## src/rtl/fp_sub_seq.sv

```systemverilog
// fp_sub_seq
//   Multi-cycle IEEE-754 single-precision subtractor (result = a - b) for the
//   FP functional unit. One operation in flight, truncating rounding,
//   denormal inputs and underflowing results flushed to signed zero,
//   normalization shifts left one bit per cycle.
// Ports
//   clk, rst              clock, asynchronous active-high reset
//   in_valid/in_ready     operand handshake (in_ready high only in IDLE)
//   a, b, in_tag          minuend, subtrahend, reservation-station tag
//   out_valid/out_ready   result handshake toward the CDB arbiter
//   result, out_tag       a - b and the tag captured at accept
module fp_sub_seq #(
   parameter int unsigned TAG_W = 4
) (
   input  logic             clk,
   input  logic             rst,
   input  logic             in_valid,
   output logic             in_ready,
   input  logic [31:0]      a,
   input  logic [31:0]      b,
   input  logic [TAG_W-1:0] in_tag,
   output logic             out_valid,
   input  logic             out_ready,
   output logic [31:0]      result,
   output logic [TAG_W-1:0] out_tag
);

   localparam logic [31:0] QNAN = 32'h7FC0_0000;

   typedef enum logic [2:0] {IDLE, ALIGN, ADD, NORM, DONE} state_e;

   state_e           state_q;
   logic [31:0]      a_q, b_q;
   logic [TAG_W-1:0] tag_q;
   logic             sign_q, sub_q, special_q;
   logic [7:0]       exp_q;
   logic [23:0]      mbig_q, msml_q;
   logic [24:0]      sum_q;
   logic [31:0]      result_q;
   logic             out_valid_q, in_ready_q;

   // Unpack / classify / align, evaluated on the captured operands.
   logic        sa, sb, za, zb, nan, inf_a, inf_b, a_big;
   logic [7:0]  ea, eb, diff;
   logic [22:0] fa, fb;
   logic [23:0] ma, mb, msml_raw;
   logic        special_d, sign_d, sub_d;
   logic [31:0] spec_res_d;
   logic [7:0]  exp_d;
   logic [23:0] mbig_d, msml_d;

   always_comb begin
      sa    = a_q[31];
      sb    = ~b_q[31];                  // a - b == a + (-b)
      ea    = a_q[30:23];
      eb    = b_q[30:23];
      fa    = a_q[22:0];
      fb    = b_q[22:0];
      nan   = (ea == 8'hFF && fa != '0) || (eb == 8'hFF && fb != '0);
      inf_a = (ea == 8'hFF) && (fa == '0);
      inf_b = (eb == 8'hFF) && (fb == '0);
      za    = (ea == '0);
      zb    = (eb == '0);
      ma    = za ? '0 : {1'b1, fa};
      mb    = zb ? '0 : {1'b1, fb};
      a_big = {ea, ma} >= {eb, mb};

      special_d  = 1'b1;
      spec_res_d = '0;
      if (nan)
         spec_res_d = QNAN;
      else if (inf_a && inf_b)
         spec_res_d = (sa != sb) ? QNAN : {sa, 8'hFF, 23'd0};
      else if (inf_a)
         spec_res_d = {sa, 8'hFF, 23'd0};
      else if (inf_b)
         spec_res_d = {sb, 8'hFF, 23'd0};
      else if (za && zb)
         spec_res_d = {sa & sb, 31'd0};
      else
         special_d = 1'b0;

      diff     = a_big ? (ea - eb) : (eb - ea);
      msml_raw = a_big ? mb : ma;
      msml_d   = (diff >= 8'd25) ? '0 : (msml_raw >> diff);
      mbig_d   = a_big ? ma : mb;
      sign_d   = a_big ? sa : sb;
      exp_d    = a_big ? ea : eb;
      sub_d    = sa ^ sb;
   end

   // One normalization decision per cycle on the current sum.
   logic        norm_shift;
   logic [31:0] norm_res_d;

   always_comb begin
      norm_shift = 1'b0;
      norm_res_d = '0;
      if (sum_q == '0)
         norm_res_d = '0;
      else if (sum_q[24])
         norm_res_d = (exp_q == 8'hFE) ? {sign_q, 8'hFF, 23'd0}
                                       : {sign_q, exp_q + 8'd1, sum_q[23:1]};
      else if (sum_q[23])
         norm_res_d = {sign_q, exp_q, sum_q[22:0]};
      else if (exp_q == 8'd1)
         norm_res_d = {sign_q, 31'd0};
      else
         norm_shift = 1'b1;
   end

   always_ff @(posedge clk or posedge rst) begin
      if (rst) begin
         state_q     <= IDLE;
         a_q         <= '0;
         b_q         <= '0;
         tag_q       <= '0;
         sign_q      <= 1'b0;
         sub_q       <= 1'b0;
         special_q   <= 1'b0;
         exp_q       <= '0;
         mbig_q      <= '0;
         msml_q      <= '0;
         sum_q       <= '0;
         result_q    <= '0;
         out_valid_q <= 1'b0;
         in_ready_q  <= 1'b1;
      end else begin
         case (state_q)
            IDLE: begin
               if (in_valid && in_ready_q) begin
                  a_q        <= a;
                  b_q        <= b;
                  tag_q      <= in_tag;
                  in_ready_q <= 1'b0;
                  state_q    <= ALIGN;
               end
            end
            ALIGN: begin
               special_q <= special_d;
               sign_q    <= sign_d;
               sub_q     <= sub_d;
               exp_q     <= exp_d;
               mbig_q    <= mbig_d;
               msml_q    <= msml_d;
               if (special_d)
                  result_q <= spec_res_d;
               state_q   <= ADD;
            end
            // Special results were resolved in ALIGN; they bypass the adder
            // here and skip NORM, giving them a fixed two-cycle latency.
            ADD: begin
               if (special_q) begin
                  out_valid_q <= 1'b1;
                  state_q     <= DONE;
               end else begin
                  sum_q   <= sub_q ? ({1'b0, mbig_q} - {1'b0, msml_q})
                                   : ({1'b0, mbig_q} + {1'b0, msml_q});
                  state_q <= NORM;
               end
            end
            NORM: begin
               if (norm_shift) begin
                  sum_q <= {sum_q[23:0], 1'b0};
                  exp_q <= exp_q - 8'd1;
               end else begin
                  result_q    <= norm_res_d;
                  out_valid_q <= 1'b1;
                  state_q     <= DONE;
               end
            end
            DONE: begin
               if (out_ready) begin
                  out_valid_q <= 1'b0;
                  in_ready_q  <= 1'b1;
                  state_q     <= IDLE;
               end
            end
            default: state_q <= IDLE;
         endcase
      end
   end

   assign in_ready  = in_ready_q;
   assign out_valid = out_valid_q;
   assign result    = result_q;
   assign out_tag   = tag_q;

endmodule

```

## config.mk

```make
export PLATFORM = sky130hd
export DESIGN_NAME = fp_sub_seq
export DESIGN_NICKNAME = d
export VERILOG_FILES = /design/src/rtl/fp_sub_seq.sv
export SDC_FILE = /design/constraint.sdc
export NUM_CORES = 1
export LEC_CHECK = 0
export ABC_AREA = 1
export CAP_MARGIN = 20
export CORE_AREA = 4 4 160 162
export DETAILED_ROUTE_END_ITERATION = 12
export DIE_AREA = 0 0 164 166
export DONT_BUFFER_PORTS = 1
export PLACE_DENSITY = 0.76
export SYNTH_ARGS = -nofsm -noshare
export SYNTH_HDL_FRONTEND = slang
export SYNTH_SLANG_ARGS = --single-unit
```

## constraint.sdc

```tcl
create_clock -name clk -period 6.02 [get_ports clk]
set_input_delay 1.204 -clock clk [delete_from_list [all_inputs] [get_ports clk]]
set_output_delay 1.204 -clock clk [all_outputs]
set_load 0.01 [all_outputs]
```

Fig. 1: run 1, floorplan with the power grid
Pins as bars on the die edge. Tap cells in grey.
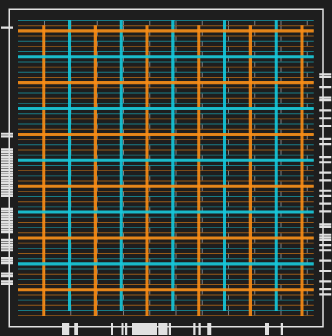
| colour | net |
|---|---|
| orange | VSS |
| cyan | VDD |
met1 rails: 58
met5 straps: 11
tap cells: 324
met4 straps: 11
signal pins: 110
area of the core: 24100 um2
chip width: 164 um

Fig. 2: run 1, cells coloured by class
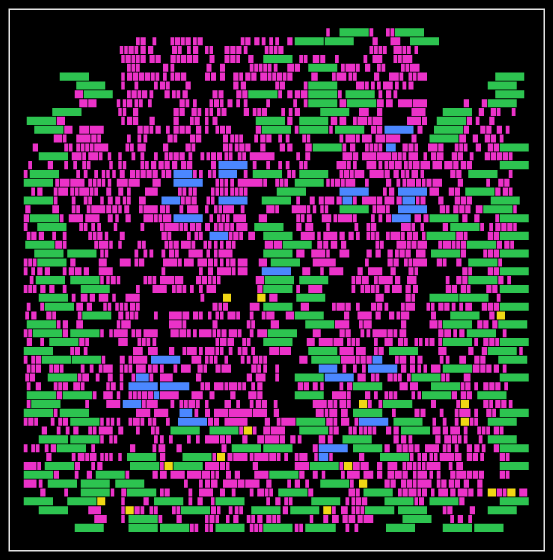
| colour | class | cells |
|---|---|---|
| green | flops | 189 |
| magenta | combinational and other logic | 1646 |
| blue | clock drivers and dummy loads | 32 |
| yellow | other buffers and delay cells | 16 |
share of the core filled with cells in the final layout: 0.596
count of standard-cell rows: 57

==> flow_results.org, run 1 <==
* Flow results

** Setup path
- The launch point of the worst register-to-register path is recorded as a_q[24]$_DFFE_PP0P_.
- Worst endpoint required time :: between 6 and 7 ns
- Total number of cells along the worst setup path :: 22
- The timing report attributes the biggest portion of critical-path delay to simple AND/OR/NAND/NOR gates.
- CP Buf/Inv Count :: 5
- Worst Reg2Reg Path Length in Cells :: 22
- Worst stage delay on the critical path :: a little over 0.5 ns
- Setup slack on the worst flop-to-flop path :: 0.94 ns
- The launch point of the critical path was reported as a_q[24]$_DFFE_PP0P_.
- Capture point of the worst reg-to-reg path :: msml_q[1]$_DFFE_PP0P_
- STA lists the maximum fanout along the critical path as 45.
- Critical path type :: register to register
- The critical path goes through inv_1, nand4_1, nor2_1, buf_4, inv_1, ha_1, nand2_1, nor2_1, nand4_1, nor3_2, nand2_2, nand2_4, inv_2, nand2_2, nand2_4, inv_2, nand3_1, nand3_1, nand3_1, a21oi_1, nand2_1, nand2_1.
- Slowest cell on the critical path :: nand2_4
- Critical path arrival :: around 5.5 ns
- Capturing instance or port of the critical path :: msml_q[1]$_DFFE_PP0P_
- CP startpoint kind :: register
- STA classifies the critical path endpoint as a register.

** Run
- Per the run summary, max-cap violations total 0.
- Tool warnings :: 38

** Clocking
- Number of buffers added to fix hold violations after cts :: 0
- In the CTS report, the clock slew at the register clock pins of the worst setup and hold paths is listed as 0.08 ns.
- TritonCTS clock tree :: built
- The CTS log lists the clock sinks for this run as 189.
- H-tree level count :: 4
- Counting the buffers created by CTS gives 17.
- CTS max path bufs :: 2
- Setup Buffers After CTS :: 0
- The tree is rooted in a clkbuf_16.
- Number of gates resized after CTS :: 0

** Finish
- Clock-cell share of area :: 0.0427
- Inverter count :: 227
- By area, the class that comes first in the final layout consists of combinational gates.
- Number of nets in the final layout :: 2016
- Per the layout area report, the combinational gate area comes to 7630 um2.
- Per the layout area report, the register area comes to 4730 um2.
- The number of multi-input combinational cells in the layout is approximately 1400.
- Flop share of the area :: 0.329
- Most frequently placed logic cell in the final layout :: nand2_1
- The layout report gives the multi-input gate share of total cell area as 0.531.
- The most common logic cells in the final layout are 388 x nand2_1, 211 x inv_1, 207 x nor2_1, 205 x a21oi_1, 188 x dfrtp_1.
- Non-Filler Instances :: around 2200
- Area Growth Syn to Fin :: 5.37%
- In the finished design the tool counted flip-flops and latches totalling roughly 190.
- The finished cells cover roughly 14000 um2.
- Non-clock buffers :: 16
- Fill cells in the final layout number 2324.
- Area share of buffers outside the clock network :: 0.00837
- The layout has 17 clock buffers.
- Share of layout cells above drive strength 1 :: 0.0494

** Global route
- Initial antenna violation count :: 0
- Vias in the first global route :: 12400
- The first global-routing pass estimated approximately 65000 um of wire.
- Busiest layer in global routing :: met2
- Met1 Track Usage GR :: 0.403
- For this run the aggregate overflow at the end of global routing stands at 0.
- GR Util All Layers :: 0.296
- Pin count of the biggest net entering global routing :: 83
- met2 track demand over resource after global routing is 0.476.
- Met3 routing resource usage after global routing :: 0.0514

** STA
- Normalized max-slew margin :: 0.323
- The final timing report gives a worst setup slack of 0.943 ns.
- Worst hold margin :: a little over 0.5 ns
- Highest clock rate :: 197 MHz
- RSZ-0062 raised after global routing :: false
- Clock period minus final worst setup slack :: roughly 5 ns
- Final tally of hold violations :: 0
- Period Utilization, post-route :: 0.843
- For the pin with the worst max-slew slack, the measured transition is 1.01 ns.
- Final slew viol count :: 0

** Yosys
- Yosys reports that the most numerous cell types are 388 x nand2_1, 212 x inv_1, 209 x nor2_1, 205 x a21oi_1, 188 x dfrtp_1.
- Of the total synthesized cell area, the portion taken by full adders, half adders and majority gates is 0.0696.
- According to the Yosys statistics, the synthesized design has a chip area of 13600 um2.
- Share of the synthesized netlist area taken by xor and xnor gates :: 0.0302
- Area fraction in compound gates :: 0.187
- In this run, synthesis inferred 0 flip-flops with an integrated enable.
- Cell count after synthesis :: 1923
- In the synthesized netlist the dominant register cell turns out to be dfrtp_1.
- The synthesis stats list as the most numerous cell nand2_1.
- For reference, the top cells by area after synthesis are dfrtp_1 35%, nand2_1 11%, a21oi_1 7.5%.
- The synthesized netlist occupies a cell area of 13600 um2.
- Part of the Yosys area used for sequential elements :: 0.347
- Warnings from Yosys :: 0
- Cell total in the yosys stat output :: 1923
- Number of different library cells in the post-synthesis netlist :: 50
- Biggest area consumer among synthesized cells :: dfrtp_1
- Summing all multiplexer cells gives an area fraction of 0.00404.
- In the synthesized netlist, the dominant kind of combinational cell is simple AND/OR/NAND/NOR gates.
- Of the total synthesized cell area, the portion taken by AND, OR, NAND and NOR gates is 0.269.
- Largest type area fraction :: 0.345
- Synthesis inferred 189 register bits.
- Counting every net in the synthesized netlist gives 2069.
- Averaged over all synthesized cells, the footprint is ~7.1 um2.
- Proportion of register bits with asynchronous set or reset after synthesis :: 1.00

** Routing
- Count of TritonRoute iterations in the first routing pass :: 6
- Final routed DRC violation total :: 0
- In this run, the number of DRC markers left after iteration 0 of detailed routing was 1251.
- The script logs the ratio of routed vias to standard cells as 5.88.
- Detail Route Antenna Nets :: 0
- Detailed route wirelength on metal3 :: roughly 2300 um
- Number of vias in the routed layout :: between 10000 and 15000
- In the post-route report, total wirelength is listed as 40000 um.
- Topmost layer with routed signal wires :: met4
- Routed wire length per instance :: 18.1 um
- The routed wirelength on the met1 layer is recorded as between 15000 and 20000 um.
- Amount of wire on met2 after detailed routing :: approximately 19000 um

** Hold path
- Worst Hold Path EP :: mbig_q[2]$_DFFE_PP0P_
- For the worst min-delay path, the startpoint reported by OpenROAD is mbig_q[2]$_DFFE_PP0P_.
- Path class of the lowest-slack min-delay path :: register to register
- Hold analysis shows the worst path with a depth of 1.

** Placement
- Once detailed placement completed, the half-perimeter wirelength came to 30600 um.
- PortBufs :: 0
- Post-Place Worst Slack :: 1.11 ns
- Cell area after placement :: around 14000 um2
- At the end of routability-driven placement, the weighted congestion stood at 0.934.
- After detailed placement, the design holds a cell count of between 2000 and 2500.

** Die
- # Taps :: approximately 320
- The initial utilization of the core area, before any placement, comes to 0.565.
- Number of top-level pins :: 110
- Die Size :: around 27000 um2

** Outcome
- The run finished with clean final reports.
Fig. 3: run 1, routed clock nets over the placement
The bar under the picture is 50 um long.
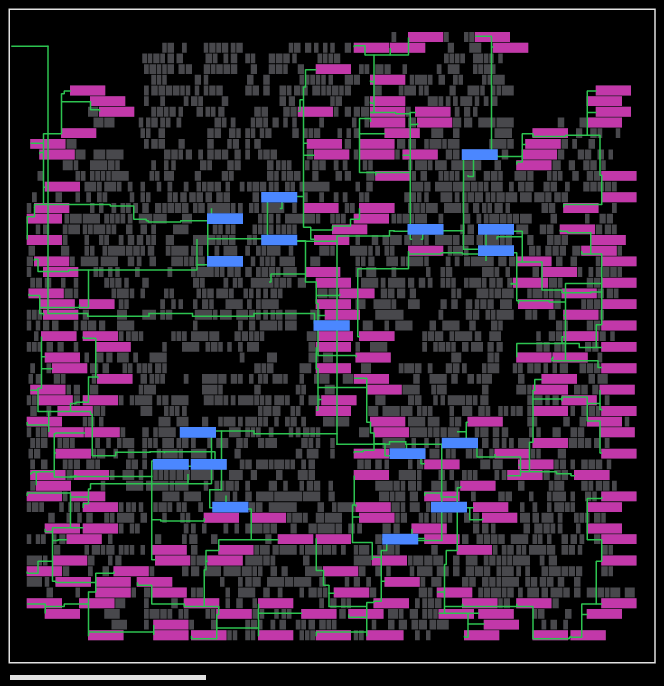
[blue] clock drivers | count: 17
[magenta] flip-flops | count: 189
[green] clock wires | length: 2410 um
routed clock nets: 18
clock insertion delay at the later pin of the skew report: 0.44 ns
skew final: 0.0168 ns

Fig. 4: run 1, routed metal, one colour a layer
The bar under the picture is 50 um long.
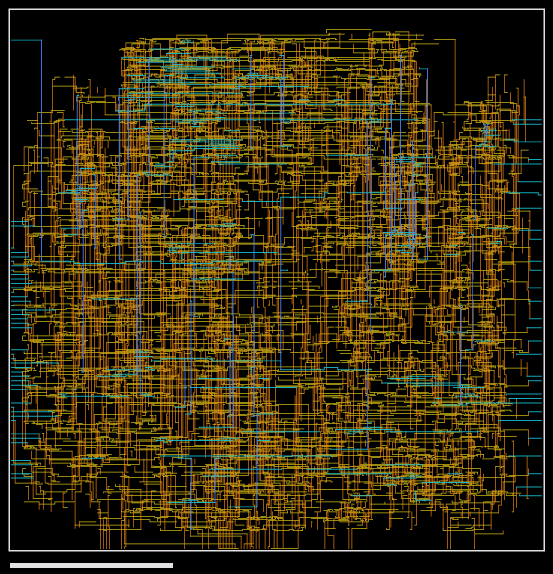

## Run 2: what changed since run 1
==> constraint.sdc (replaced) <==
create_clock -name clk -period 4.5 [get_ports clk]
set_input_delay 0.9 -clock clk [delete_from_list [all_inputs] [get_ports clk]]
set_output_delay 0.9 -clock clk [all_outputs]
set_load 0.01 [all_outputs]
Fig. 5: run 2, routed metal, one colour a layer
The bar under the picture is 50 um long.
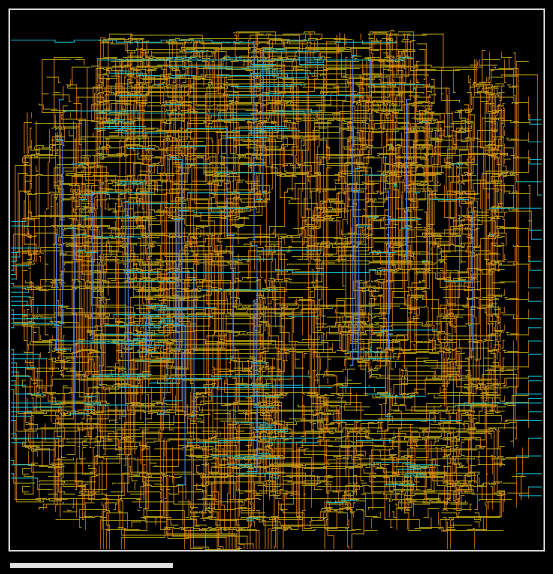
| colour | layer | wire length |
|---|---|---|
| cyan | metal 3 | 2440 um |
| yellow | metal 1 | 17500 um |
| blue | metal 4 | 1510 um |
| orange | metal 2 | 19800 um |

Fig. 6: run 2, routed clock nets over the placement
The bar under the picture is 50 um long.
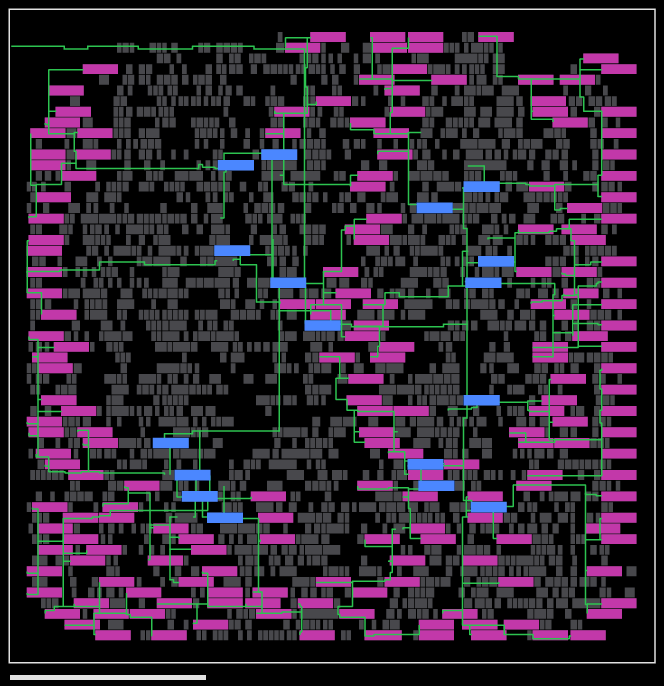
[blue] clock drivers | count: 17
[green] clock wires | length: 2480 um
[magenta] flip-flops | count: 189
routed clock nets: 18
skew final: 0.0143 ns
clock insertion delay at the later pin of the skew report: 0.45 ns

==> run 2 against run 1 <==
First-iteration DRC count decreased by 6.6%. Hold slack got worse by 0.30 ns. Sequential share of layout area decreased by 0.35 points. Synthesized cell count unchanged. Highest routed layer unchanged. Non-clock buffer count increased by 13. Largest cell class unchanged. Die area unchanged. Register-to-register slack got worse by 0.53 ns.
==> flow_results.org, run 2 <==
* Flow results

** Outcome
- Status: complete, no violations (unchanged).

** Setup path
- The startpoint of the worst setup timing path is a_q[24]$_DFFE_PP0P_ (unchanged).
- The cell count along the critical path is 24 (was 22).
- The family with the most delay on the worst path is simple AND/OR/NAND/NOR gates (unchanged).
- Critical path arrival :: 4.41 ns (was 5.45 ns)
- The beginning of the worst register-to-register path was a_q[24]$_DFFE_PP0P_ (unchanged).
- The kind of end point of the critical path is a register (unchanged).
- Worst endpoint required time :: 4.83 ns (was 6.39 ns)
- Capture point of the worst reg-to-reg path :: msml_q[3]$_DFFE_PP0P_ (was msml_q[1]$_DFFE_PP0P_)
- The largest incremental delay on the critical path came to 0.43 ns (was 0.51 ns).
- Cell-by-cell trace of the critical path: inv_1, nand4_1, nor2_1, buf_6, inv_1, ha_1, nand2_1, nor2_1, nand4_1, nor3_2, nand2_2, buf_4, nand3b_1, nand2_4, nand2_4, clkinv_2, nand3_1, nand3_1, nand2_1, nand2_1, nand3_1, nand3_1, nand2_1, nand2_1 (was inv_1, nand4_1, nor2_1, buf_4, inv_1, ha_1, nand2_1, nor2_1, nand4_1, nor3_2, nand2_2, nand2_4, inv_2, nand2_2, nand2_4, inv_2, nand3_1, nand3_1, nand3_1, a21oi_1, nand2_1, nand2_1).
- The setup slack of the worst register-to-register path was 0.42 ns (was 0.94 ns).

** Routing
- The DRC violation count after routing is 0 (unchanged).
- Detailed route wirelength on metal3 :: 2440 um (was 2330 um)
- The count of TritonRoute iterations in the first routing pass came to 6 (unchanged).
- The detailed-route vias per instance came to 5.83 (was 5.88).
- Detail Route Antenna Nets :: 0 (unchanged)
- Final routed wirelength across all metal layers :: 41300 um (was 40000 um)
- Number of vias in the routed layout :: 12900 (was 13000)

** Global route
- The global-route wire length before repair was 66200 um (was 65200 um).
- The total routing resource utilization after global routing is 0.303 (was 0.296).
- Global-route met2 utilization :: 0.503 (was 0.476)
- The initial antenna violation count is 0 (unchanged).
- Vias in the first global route :: 12400 (about the same)
- The sum of overflow across all layers after global routing is 0 (unchanged).
- Met3 routing resource usage after global routing :: 0.0390 (was 0.0514)

** Finish
- The multi-input logic cell count is 1419 (unchanged).
- The total of clock buffers placed in the layout came to 17 (unchanged).
- The non-clock buffer contribution to total cell area came to 0.0178 (was 0.00837).
- The count of plain and timing-repair buffers in the layout is 29 (was 16).
- Inverter count :: 227 (unchanged)
- The most used logic cell in the final layout is nand2_1 (unchanged).
- Non-Filler Instances :: 2219 (was 2208)
- The footprint of the flip-flops and latches came to 4730 um2 (unchanged).
- The post-layout instance area came to 14500 um2 (was 14400 um2).
- Leading cell types in the layout, fill and taps excluded :: 388 x nand2_1, 211 x inv_1, 206 x nor2_1, 205 x a21oi_1, 188 x dfrtp_1 (was 388 x nand2_1, 211 x inv_1, 207 x nor2_1, 205 x a21oi_1, 188 x dfrtp_1)

** Yosys
- Biggest area consumer among synthesized cells :: dfrtp_1 (unchanged)
- The number of synthesized register bits came to 189 (unchanged).
- Leading post-synthesis cells by cell area: dfrtp_1 35%, nand2_1 11%, a21oi_1 7.5% (unchanged).
- The cell count in the Yosys report was 1923 (unchanged).
- Number of different library cells in the post-synthesis netlist :: 50 (unchanged)
- The largest family of logic cells by area is simple AND/OR/NAND/NOR gates (unchanged).
- The synthesized area divided by synthesized cell count came to 7.09 um2 (unchanged).
- The count of flip-flops with a built-in enable after synthesis is 0 (unchanged).
- Commonest cells post-synth :: 388 x nand2_1, 212 x inv_1, 209 x nor2_1, 205 x a21oi_1, 188 x dfrtp_1 (unchanged)
- Area fraction in compound gates :: 0.187 (unchanged)
- Share of the synthesized netlist area taken by xor and xnor gates :: 0.0302 (unchanged)
- The mux cell area share after synthesis is 0.00404 (unchanged).

** STA
- The maximum clock rate came to 245 MHz (was 197 MHz).
- The number of failing hold endpoints at the final stage is 0 (unchanged).
- The slack of the critical path is 0.417 ns (was 0.943 ns).
- The part of the cycle the worst path needs is 0.907 (was 0.843).

** Die
- The overall die width was 164 um (unchanged).
- The area of the core region is 24100 um2 (unchanged).
- Die Size :: 27200 um2 (unchanged)
- The number of well taps came to 324 (unchanged).
- The boundary pin count was 110 (unchanged).

** Hold path
- The path class of the lowest-slack min-delay path is input pin to asynchronous set/reset pin (was register to register).

** Placement
- Cell area after placement :: 13800 um2 (was 13700 um2)
- Post-Place Worst Slack :: 0.264 ns (was 1.11 ns)
- The placed wire-length estimate after detailed placement was 32100 um (was 30600 um).

** Clocking
- Number of buffers added to fix hold violations after cts :: 0 (unchanged)
- Clock slew at reported path FFs :: 0.08 ns (about the same)
- Number of sinks handled by clock tree synthesis :: 189 (unchanged)
- The clock buffer count from CTS is 17 (unchanged).
- The maximum clock insertion buffer count is 2 (unchanged).
- The CTS tree was built (unchanged).

** Run
- Tool warnings :: 40 (was 38)
Fig. 7: run 2, floorplan with the power grid
Pins as bars on the die edge. Tap cells in grey.
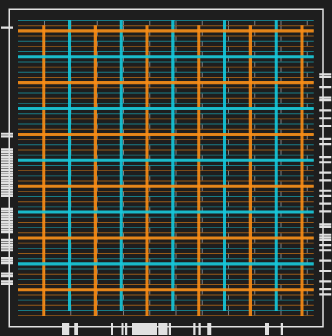
| colour | net |
|---|---|
| orange | VSS |
| cyan | VDD |
met5 straps: 11
met4 straps: 11
tap cells: 324
die extent in y: 166 um

Fig. 8: run 2, routing congestion map
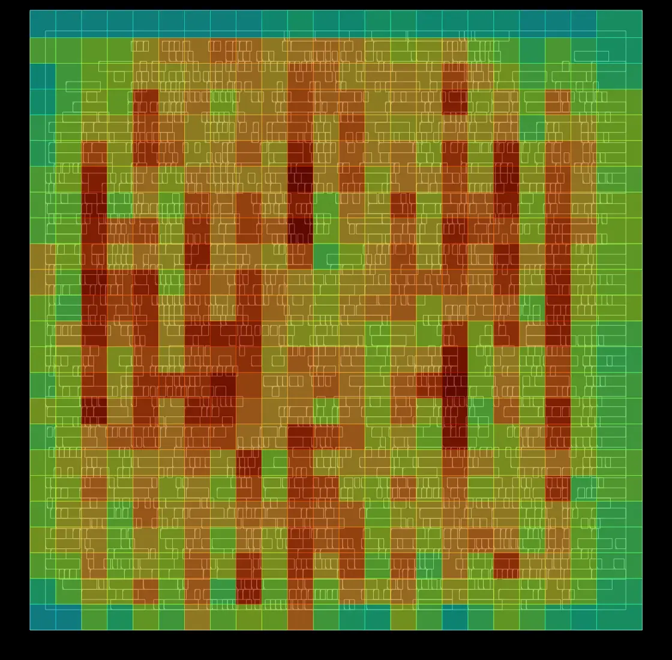

## Run 3: what changed since run 2
--- a/config.mk
+++ b/config.mk
@@ -11,7 +11,7 @@
 export DETAILED_ROUTE_END_ITERATION = 12
 export DIE_AREA = 0 0 164 166
 export DONT_BUFFER_PORTS = 1
-export PLACE_DENSITY = 0.76
+export PLACE_DENSITY = 0.75
 export SYNTH_ARGS = -nofsm -noshare
 export SYNTH_HDL_FRONTEND = slang
 export SYNTH_SLANG_ARGS = --single-unit
Fig. 9: run 3, routing congestion map
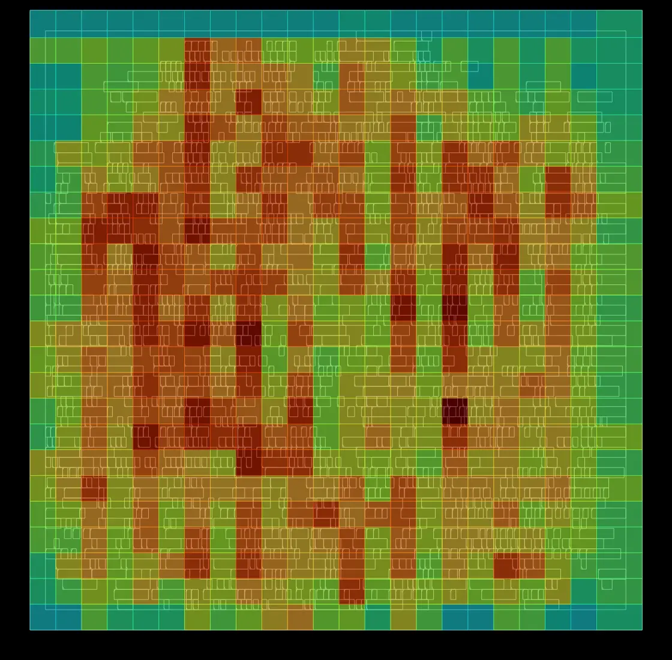
global-route met2 utilization: 0.484
busiest layer in global routing: met2
met1 Track Usage GR: 0.382
share of the core filled with cells in the final layout: 0.597

Fig. 10: run 3, routed metal, one colour a layer
The bar under the picture is 50 um long.
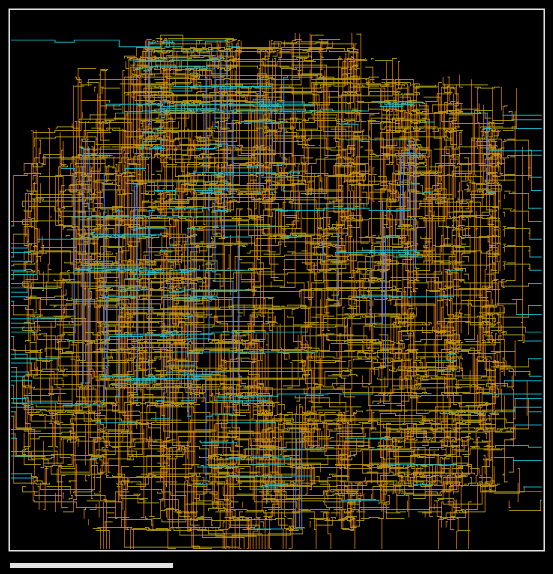
| colour | layer | wire length |
|---|---|---|
| yellow | metal 1 | 16500 um |
| blue | metal 4 | 1500 um |
| orange | metal 2 | 18900 um |
| cyan | metal 3 | 2560 um |
routed wire length per instance: 17.8 um
GR Util All Layers: 0.290
number of vias in the routed layout: 13000
final routed wirelength across all metal layers: 39500 um

Fig. 11: run 3, floorplan with the power grid
Pins as bars on the die edge. Tap cells in grey.
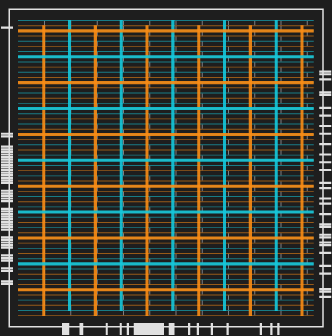
| colour | net |
|---|---|
| orange | VSS |
| cyan | VDD |
met5 straps: 11
met4 straps: 11
rows: 57
signal pins: 110
met1 rails: 58

==> run 3 against run 2 <==
Register-to-register slack lost 0.07 ns. Clock skew grew 0.0061 ns. First-iteration DRC count grew 14%. Synthesized cell count is the same. Synthesized area is the same. Clock-buffer cell count grew 2. Critical path depth grew 3. Final area shrank 0.82%.
==> flow_results.org, run 3 <==
* Flow results

** Setup path
- The family with the most delay on the worst path was simple AND/OR/NAND/NOR gates (unchanged).
- Worst endpoint required time :: 4.84 ns (was 4.83 ns)
- The arrival time at the worst endpoint was 4.50 ns (was 4.41 ns).
- Setup slack on the worst flop-to-flop path :: 0.35 ns (was 0.42 ns)
- The largest incremental delay on the critical path was 0.45 ns (was 0.43 ns).
- Capture point of the worst reg-to-reg path :: msml_q[10]$_DFFE_PP0P_ (was msml_q[3]$_DFFE_PP0P_)
- The cell with the largest stage delay on the worst path is dfrtp_1 (unchanged).
- Critical path type :: register to register (unchanged)
- Total number of cells along the worst setup path :: 27 (was 24)
- The kind of end point of the critical path was a register (unchanged).
- The path depth of the worst reg2reg path came to 27 (was 24).
- Start point of the critical path :: b_q[24]$_DFFE_PP0P_ (was a_q[24]$_DFFE_PP0P_)
- Max FO, Critical Path :: 25 (was 24)

** Finish
- Most frequently placed logic cell in the final layout :: nand2_1 (unchanged)
- Register Area :: 4730 um2 (unchanged)
- Filler Cells Inserted :: 2305 (was 2300)
- Clock-cell share of area :: 0.0392 (was 0.0416)
- Area share of buffers outside the clock network :: 0.0141 (was 0.0178)
- The number of non-clock inverters came to 227 (unchanged).
- The fraction of final layout cells with drive strength greater than 1 came to 0.0509 (was 0.0575).
- The post-layout instance area was 14400 um2 (was 14500 um2).
- Most area-hungry cell class in the final design :: combinational gates (unchanged)
- The count of plain and timing-repair buffers in the layout is 21 (was 29).
- The number of sequential storage elements was 189 (unchanged).
- Non-Filler Instances :: 2211 (was 2219)
- The area taken by multi-input logic gates is 7630 um2 (was 7660 um2).
- Area Growth Syn to Fin :: 5.63% (was 6.50%)
- The share of the final layout cell area in multi-input gates is 0.530 (was 0.528).
- The total of clock buffers placed in the layout was 19 (was 17).

** Global route
- The sum of overflow across all layers after global routing is 0 (unchanged).
- The initial antenna violation count came to 0 (unchanged).
- Met3 routing resource usage after global routing :: 0.0444 (was 0.0390)
- The via count of the first global-routing pass came to 12600 (was 12400).
- The pin count of the biggest net entering global routing was 190 (was 125).
- Global-route wire length before repair :: 63700 um (was 66200 um)

** Placement
- The post-placement setup slack was 0.320 ns (was 0.264 ns).
- PortBufs :: 0 (unchanged)
- Inst Count DP :: 2180 (was 2187)
- The placed wire-length estimate after detailed placement came to 30200 um (was 32100 um).
- Cell area after placement :: 13800 um2 (about the same)

** Die
- The floorplan core density came to 0.565 (unchanged).
- The number of well taps was 324 (unchanged).
- The boundary pin count came to 110 (unchanged).
- Die extent in y :: 166 um (unchanged)
- Die Size :: 27200 um2 (unchanged)
- The row count came to 57 (unchanged).

** STA
- The worst hold slack was 0.506 ns (was 0.207 ns).
- Transition time at the pin with the least slew margin :: 1.02 ns (was 0.998 ns)
- Skew final :: 0.0204 ns (was 0.0143 ns)
- RSZ-0062 raised after global routing: false (unchanged).
- The part of the cycle the worst path needs came to 0.923 (was 0.907).
- Final tally of hold violations :: 0 (unchanged)
- Final worst-path setup slack :: 0.345 ns (was 0.417 ns)
- The total count of max-transition violations in the final report was 0 (unchanged).
- Highest clock rate :: 241 MHz (was 245 MHz)

** Yosys
- Most common cell in the netlist :: nand2_1 (unchanged)
- The simple logic cell fraction of the synthesized area came to 0.269 (unchanged).
- Warnings from Yosys :: 0 (unchanged)
- The fraction of registers with async set or reset after synthesis is 1.00 (unchanged).
- Cell count after synthesis :: 1923 (unchanged)
- The leading area contributor after synthesis is dfrtp_1 (unchanged).
- Post-synthesis chip area from yosys :: 13600 um2 (unchanged)
- Adder-cell share of the synthesized area :: 0.0696 (unchanged)
- The post-synthesis share of cell area spent on and-or and or-and gates was 0.187 (unchanged).
- The number of synthesized register bits was 189 (unchanged).
- Synthesized area divided by synthesized cell count :: 7.09 um2 (unchanged)
- The cell count in the Yosys report was 1923 (unchanged).
- Part of the Yosys area used for sequential elements :: 0.347 (unchanged)
- Commonest cells post-synth :: 388 x nand2_1, 212 x inv_1, 209 x nor2_1, 205 x a21oi_1, 188 x dfrtp_1 (unchanged)
- Leading register cell type out of synthesis :: dfrtp_1 (unchanged)
- Share of the synthesized netlist area taken by xor and xnor gates :: 0.0302 (unchanged)
- Largest type area fraction :: 0.345 (unchanged)
- Top logic cell family in the synthesized netlist :: simple AND/OR/NAND/NOR gates (unchanged)
- The total standard cell area after synthesis is 13600 um2 (unchanged).

** Routing
- Violation tally from detailed-route iteration zero :: 1336 (was 1169)
- Amount of wire on met2 after detailed routing :: 18900 um (was 19800 um)
- The routed metal-1 wire length was 16500 um (was 17500 um).
- The post-route antenna net violation count was 0 (unchanged).
- Detailed route wirelength on metal3 :: 2560 um (was 2440 um)
- The count of TritonRoute iterations in the first routing pass is 6 (unchanged).
- Final routed DRC violation total :: 0 (unchanged)
- Topmost layer with routed signal wires :: met4 (unchanged)

** Hold path
- For the worst min-delay path, the startpoint reported by OpenROAD is mbig_q[22]$_DFFE_PP0P_.
- Number of cells on the worst hold path :: 1
- Path class of the lowest-slack min-delay path :: register to register (was input pin to asynchronous set/reset pin)

** Clocking
- The total clock sinks was 189 (unchanged).
- Setup Buffers After CTS :: 0 (unchanged)
- The maximum clock insertion buffer count came to 2 (unchanged).
- Number of buffers added to fix hold violations after cts :: 0 (unchanged)
- The post-CTS clock slew at the launch and capture registers of the worst setup and hold paths is 0.08 ns (about the same).
- The clock tree root buffer cell is clkbuf_16 (unchanged).
- The number of gates resized after cts came to 0 (unchanged).
- Number of CTS-inserted buffers :: 17 (unchanged)

** Run
- The count of warning messages emitted by the tools is 42 (was 40).

** Outcome
- Status :: complete, no violations (unchanged)
